**Signal wires on met1**

The bar under the picture is 50 um long. Cells faint in the background.
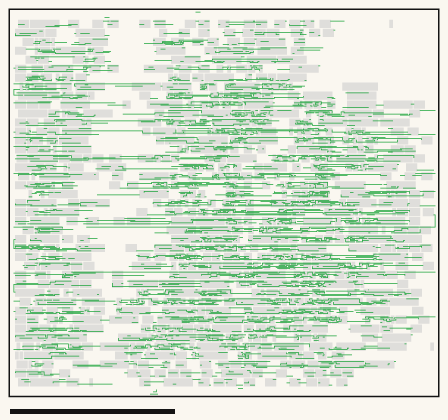
**Metal 2**

The bar under the picture is 50 um long. Cells faint in the background.
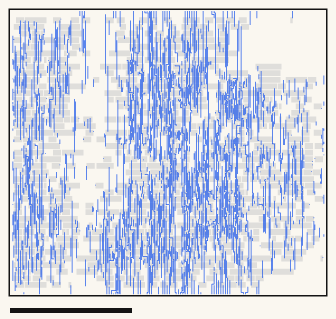
**Metal 3**

The bar under the picture is 50 um long. Cells faint in the background.
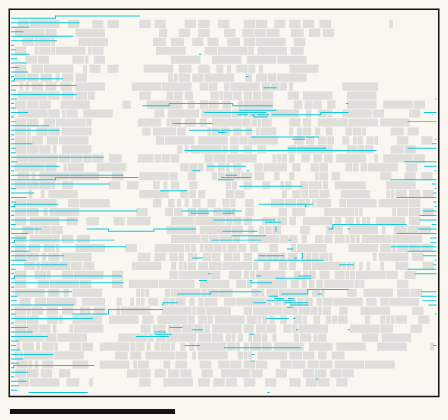
### src/rtl/fetch_stage_pkg.sv
// Shared types and defaults for the instruction-fetch stage.
package fetch_stage_pkg;

  localparam int          INSTR_WIDTH       = 32;
  localparam logic [31:0] RESET_PC_DEFAULT  = 32'h0000_0000;
  localparam logic [31:0] NOP_INSTR_DEFAULT = 32'h0000_0000;

  typedef struct packed {
    logic [31:0]            pc;
    logic [31:0]            pc4;
    logic [INSTR_WIDTH-1:0] instr;
    logic                   valid;
  } if_id_t;

  typedef enum logic [1:0] {
    IFID_LOAD   = 2'd0,
    IFID_HOLD   = 2'd1,
    IFID_BUBBLE = 2'd2
  } if_id_op_e;

  function automatic logic [31:0] pc_inc(input logic [31:0] pc);
    return pc + 32'd4;
  endfunction

  function automatic logic [31:0] word_align(input logic [31:0] addr);
    return {addr[31:2], 2'b00};
  endfunction

endpackage

### src/rtl/fetch_stage_if.sv
// Control, Imem and IF/ID signals of the fetch stage; master is the fetch stage itself.
interface fetch_stage_if;
  import fetch_stage_pkg::*;

  logic                   stall;
  logic                   flush;
  logic                   redirect;
  logic [31:0]            redirect_pc;
  logic [31:0]            iaddr;
  logic [INSTR_WIDTH-1:0] idata;
  logic [31:0]            if_id_pc;
  logic [31:0]            if_id_pc4;
  logic [INSTR_WIDTH-1:0] if_id_instr;
  logic                   if_id_valid;
  logic                   misalign;

  modport master (
    input  stall, flush, redirect, redirect_pc, idata,
    output iaddr, if_id_pc, if_id_pc4, if_id_instr, if_id_valid, misalign
  );

  modport slave (
    output stall, flush, redirect, redirect_pc, idata,
    input  iaddr, if_id_pc, if_id_pc4, if_id_instr, if_id_valid, misalign
  );

endinterface

### src/rtl/fetch_stage_if_id_reg.sv
// IF/ID pipeline register: load a fetched word, hold it, or replace it with a bubble.
module fetch_stage_if_id_reg
  import fetch_stage_pkg::*;
#(
  parameter logic [31:0] NOP_INSTR = NOP_INSTR_DEFAULT
) (
  input  logic      clk_i,
  input  logic      rst_ni,
  input  if_id_op_e op_i,
  input  if_id_t    fetch_i,
  output if_id_t    if_id_o
);

  if_id_t if_id_d;
  if_id_t if_id_q;

  // A bubble keeps the pc/pc4 of the squashed slot so decode still sees a coherent PC.
  always_comb begin
    if_id_d = if_id_q;
    case (op_i)
      IFID_LOAD:   if_id_d = fetch_i;
      IFID_HOLD:   if_id_d = if_id_q;
      IFID_BUBBLE: if_id_d = '{pc: fetch_i.pc, pc4: fetch_i.pc4, instr: NOP_INSTR, valid: 1'b0};
      default:     if_id_d = if_id_q;
    endcase
  end

  always_ff @(posedge clk_i or negedge rst_ni) begin
    if (!rst_ni) begin
      if_id_q <= '{pc: 32'h0000_0000, pc4: 32'h0000_0000, instr: NOP_INSTR, valid: 1'b0};
    end else begin
      if_id_q <= if_id_d;
    end
  end

  assign if_id_o = if_id_q;

endmodule

### src/rtl/fetch_stage.sv
// Instruction-fetch stage: PC register, next-PC selection, sticky misalign flag and IF/ID.
module fetch_stage
  import fetch_stage_pkg::*;
#(
  parameter logic [31:0] RESET_PC  = RESET_PC_DEFAULT,
  parameter logic [31:0] NOP_INSTR = NOP_INSTR_DEFAULT
) (
  input  logic          clk_i,
  input  logic          rst_ni,
  fetch_stage_if.master bus
);

  logic [31:0] pc_q;
  logic [31:0] pc_d;
  logic        misalign_q;
  logic        misalign_d;
  logic        redirect_ok_s;
  if_id_op_e   if_id_op_s;
  if_id_t      fetch_s;
  if_id_t      if_id_s;

  // A stalled cycle drops the redirect; ID re-presents it once the stall clears.
  assign redirect_ok_s = bus.redirect & ~bus.stall;

  always_comb begin
    pc_d = pc_q;
    if (bus.stall) begin
      pc_d = pc_q;
    end else if (bus.redirect) begin
      pc_d = word_align(bus.redirect_pc);
    end else begin
      pc_d = pc_inc(pc_q);
    end
  end

  always_comb begin
    if_id_op_s = IFID_LOAD;
    if (bus.flush) begin
      if_id_op_s = IFID_BUBBLE;
    end else if (bus.stall) begin
      if_id_op_s = IFID_HOLD;
    end else begin
      if_id_op_s = IFID_LOAD;
    end
  end

  assign misalign_d = misalign_q | (redirect_ok_s & (bus.redirect_pc[1:0] != 2'b00));

  always_ff @(posedge clk_i or negedge rst_ni) begin
    if (!rst_ni) begin
      pc_q       <= word_align(RESET_PC);
      misalign_q <= 1'b0;
    end else begin
      pc_q       <= pc_d;
      misalign_q <= misalign_d;
    end
  end

  assign fetch_s = '{pc: pc_q, pc4: pc_inc(pc_q), instr: bus.idata, valid: 1'b1};

  fetch_stage_if_id_reg #(
    .NOP_INSTR (NOP_INSTR)
  ) u_if_id_reg (
    .clk_i   (clk_i),
    .rst_ni  (rst_ni),
    .op_i    (if_id_op_s),
    .fetch_i (fetch_s),
    .if_id_o (if_id_s)
  );

  assign bus.iaddr       = pc_q;
  assign bus.if_id_pc    = if_id_s.pc;
  assign bus.if_id_pc4   = if_id_s.pc4;
  assign bus.if_id_instr = if_id_s.instr;
  assign bus.if_id_valid = if_id_s.valid;
  assign bus.misalign    = misalign_q;

endmodule

### src/flat_wrapper.sv
// flat-port wrapper written by rule: the top's interface ports become plain ports
module fetch_stage_flat import fetch_stage_pkg::*;
#(
  parameter logic [31:0] RESET_PC  = RESET_PC_DEFAULT,
  parameter logic [31:0] NOP_INSTR = NOP_INSTR_DEFAULT
)
  (clk_i, rst_ni, bus_stall, bus_flush, bus_redirect, bus_redirect_pc, bus_idata, bus_iaddr, bus_if_id_pc, bus_if_id_pc4, bus_if_id_instr, bus_if_id_valid, bus_misalign);
  fetch_stage_if bus_i ();
  input  logic clk_i;
  input  logic rst_ni;
  input wire logic [$bits(bus_i.stall)-1:0] bus_stall;
  input wire logic [$bits(bus_i.flush)-1:0] bus_flush;
  input wire logic [$bits(bus_i.redirect)-1:0] bus_redirect;
  input wire logic [$bits(bus_i.redirect_pc)-1:0] bus_redirect_pc;
  input wire logic [$bits(bus_i.idata)-1:0] bus_idata;
  output wire logic [$bits(bus_i.iaddr)-1:0] bus_iaddr;
  output wire logic [$bits(bus_i.if_id_pc)-1:0] bus_if_id_pc;
  output wire logic [$bits(bus_i.if_id_pc4)-1:0] bus_if_id_pc4;
  output wire logic [$bits(bus_i.if_id_instr)-1:0] bus_if_id_instr;
  output wire logic [$bits(bus_i.if_id_valid)-1:0] bus_if_id_valid;
  output wire logic [$bits(bus_i.misalign)-1:0] bus_misalign;
  assign bus_i.stall = bus_stall;
  assign bus_i.flush = bus_flush;
  assign bus_i.redirect = bus_redirect;
  assign bus_i.redirect_pc = bus_redirect_pc;
  assign bus_i.idata = bus_idata;
  assign bus_iaddr = bus_i.iaddr;
  assign bus_if_id_pc = bus_i.if_id_pc;
  assign bus_if_id_pc4 = bus_i.if_id_pc4;
  assign bus_if_id_instr = bus_i.if_id_instr;
  assign bus_if_id_valid = bus_i.if_id_valid;
  assign bus_misalign = bus_i.misalign;
  fetch_stage #(.RESET_PC(RESET_PC), .NOP_INSTR(NOP_INSTR)) u_core (.clk_i(clk_i), .rst_ni(rst_ni), .bus(bus_i));
endmodule
### config.mk
export PLATFORM = sky130hd
export DESIGN_NAME = fetch_stage_flat
export DESIGN_NICKNAME = d
export VERILOG_FILES = /design/src/rtl/fetch_stage_pkg.sv /design/src/rtl/fetch_stage_if.sv /design/src/rtl/fetch_stage_if_id_reg.sv /design/src/rtl/fetch_stage.sv /design/src/flat_wrapper.sv
export SDC_FILE = /design/constraint.sdc
export NUM_CORES = 1
export LEC_CHECK = 0
export CAP_MARGIN = 10
export CORE_ASPECT_RATIO = 0.9
export CORE_UTILIZATION = 43
export CTS_CLUSTER_SIZE = 8
export DETAILED_ROUTE_END_ITERATION = 7
export PLACE_DENSITY = 0.78
export SYNTH_ARGS = -nofsm -noshare
export SYNTH_HDL_FRONTEND = slang
export SYNTH_SLANG_ARGS = --single-unit
### constraint.sdc
create_clock -name clk_i -period 1.9 [get_ports clk_i]
set_input_delay 0.38 -clock clk_i [delete_from_list [all_inputs] [get_ports clk_i]]
set_output_delay 0.38 -clock clk_i [all_outputs]
set_load 0.005 [all_outputs]
==> results.txt <==
impl run done, here's what came out: Worst setup startpoint=u_core.bus.iaddr[9], top cell category=flip-flops and latches, DRT antenna net count=0, TAP cells=193, Num CTS Buffers=17, Hold WC Path Type=in2reg, Syn. warnings=0, Peak Freq=537.9 MHz, Max H-tree Level=4, total power=8.821 mW, status=complete, no violations, clk tree area frac=0.06656, CTS tree=yes, Die H=117.1 um, register area=0.003110 mm2, Clk pwr share=0.385, Area Overhead vs Synth=47.30%, delay-heaviest family, CP=buffers and inverters, unrepaired setup endpoints after global routing=true, hold_ws=0.3495 ns, Compound Share, Synth=0.1297, vias per cell=5.486, Post-CTS Setup Inserts=6, number of global-route vias before repair=5695, # IOs=199, global route hottest layer=met2, Yosys chip area=0.006330 mm2, Top Layout Cells=clkdlybuf4s50_1 (190), dfrtp_1 (118), nor2_1 (76), Seq group=3.27 mW, CTS sink count=124, GPL Wtd Cong=0.8541, DRT iter0 DRCs=471, Simple-Gate Fraction of Synth Area=0.1682, Synth Seq Share=0.4902, Largest logic family=simple AND/OR/NAND/NOR gates, Gate Area=0.002703 mm2, Post-Synthesis Cells=629, Setup TNS Final=0 ns, WL per Instance=17.74 um, Final period util=0.9784, Mux area share=0.09666, ys cells=629, Met3 Routed Length=1706 um, critical-path cell list=buf_6 > clkdlybuf4s50_1, DRC viols=0, top cells by count=dfrtp_1 (124), nor2_1 (76), buf_4 (39), largest net degree at the start of global routing=45, DIE WIDTH=129.9 um, slowest stage cell on the critical path=clkdlybuf4s50_1, Final #Nets=904, crit path max fanout=4, RR Endpoint=u_core.bus.iaddr[31], Top pwr grp=the clock network, inverter count=5, Syn Area/Cell=10.06 um2, Non-clk bufs=272, Crit Path Category=reg2out, standard-cell row count=41, flop and latch count out of synthesis=124, VDD IR max=636.2 uV, clk ins delay skew pair=0.42 ns, XOR Share, Synth=0.01937, Data arrival, critical path=1.48 ns, R2R Path Start=u_core.bus.iaddr[3], stages on the worst setup path=2, final instance area=0.009324 mm2, final-layout non-clock buffer area share=0.2821, Flops=124, CP startpoint kind=register, first-pass GRT wire length=29210 um, PortBufs=192, Post-DP Area=0.008572 mm2, ys flop type=dfrtp_1, top sig layer=met4, initial antenna violation count=0, Filler Cell Count=1090, Clock group=3.40 mW, share of post-route cells with drive strength above 1=0.1865, Leak=3.928 nW, switching share of total power=0.2647, Placement Setup Slack=-0.09297 ns, CP bufs+invs=2, Sequential Power Share=0.370, max-slew violation count=0, Cell Int Power=6.486 mW, top area contributor share=0.4902, worst reg-to-reg setup slack=0.07 ns, most common cell in the netlist=dfrtp_1, max reg flops=93, drt pass-1 iters=5, max-cap violation count=0, logic share of the area=0.2899, fin crit period=1.859 ns, flip-flops with a built-in enable=0, R2R cell count=5
Back to the opening pictures, 'signal wires on met1':
The longest straight run is 46.9 um. 767 nets have wire on it.
met1 Usage GRT: 0.3176
total routed wirelength: 18450 um
via count: 5705

Back to the opening pictures, 'metal 2':
The wires run mostly vertical. The layer carries 8650 um of wire. 789 nets have wire on it. The longest straight run is 41.0 um.
met2 Use GR: 0.4007

Back to the opening pictures, 'metal 3':
The layer carries 1710 um of wire. The layer holds 9.3% of the routed length. The wires run mostly horizontal.
met3 Usage GRT: 0.09136

Power and IR drop assume default switching activity.
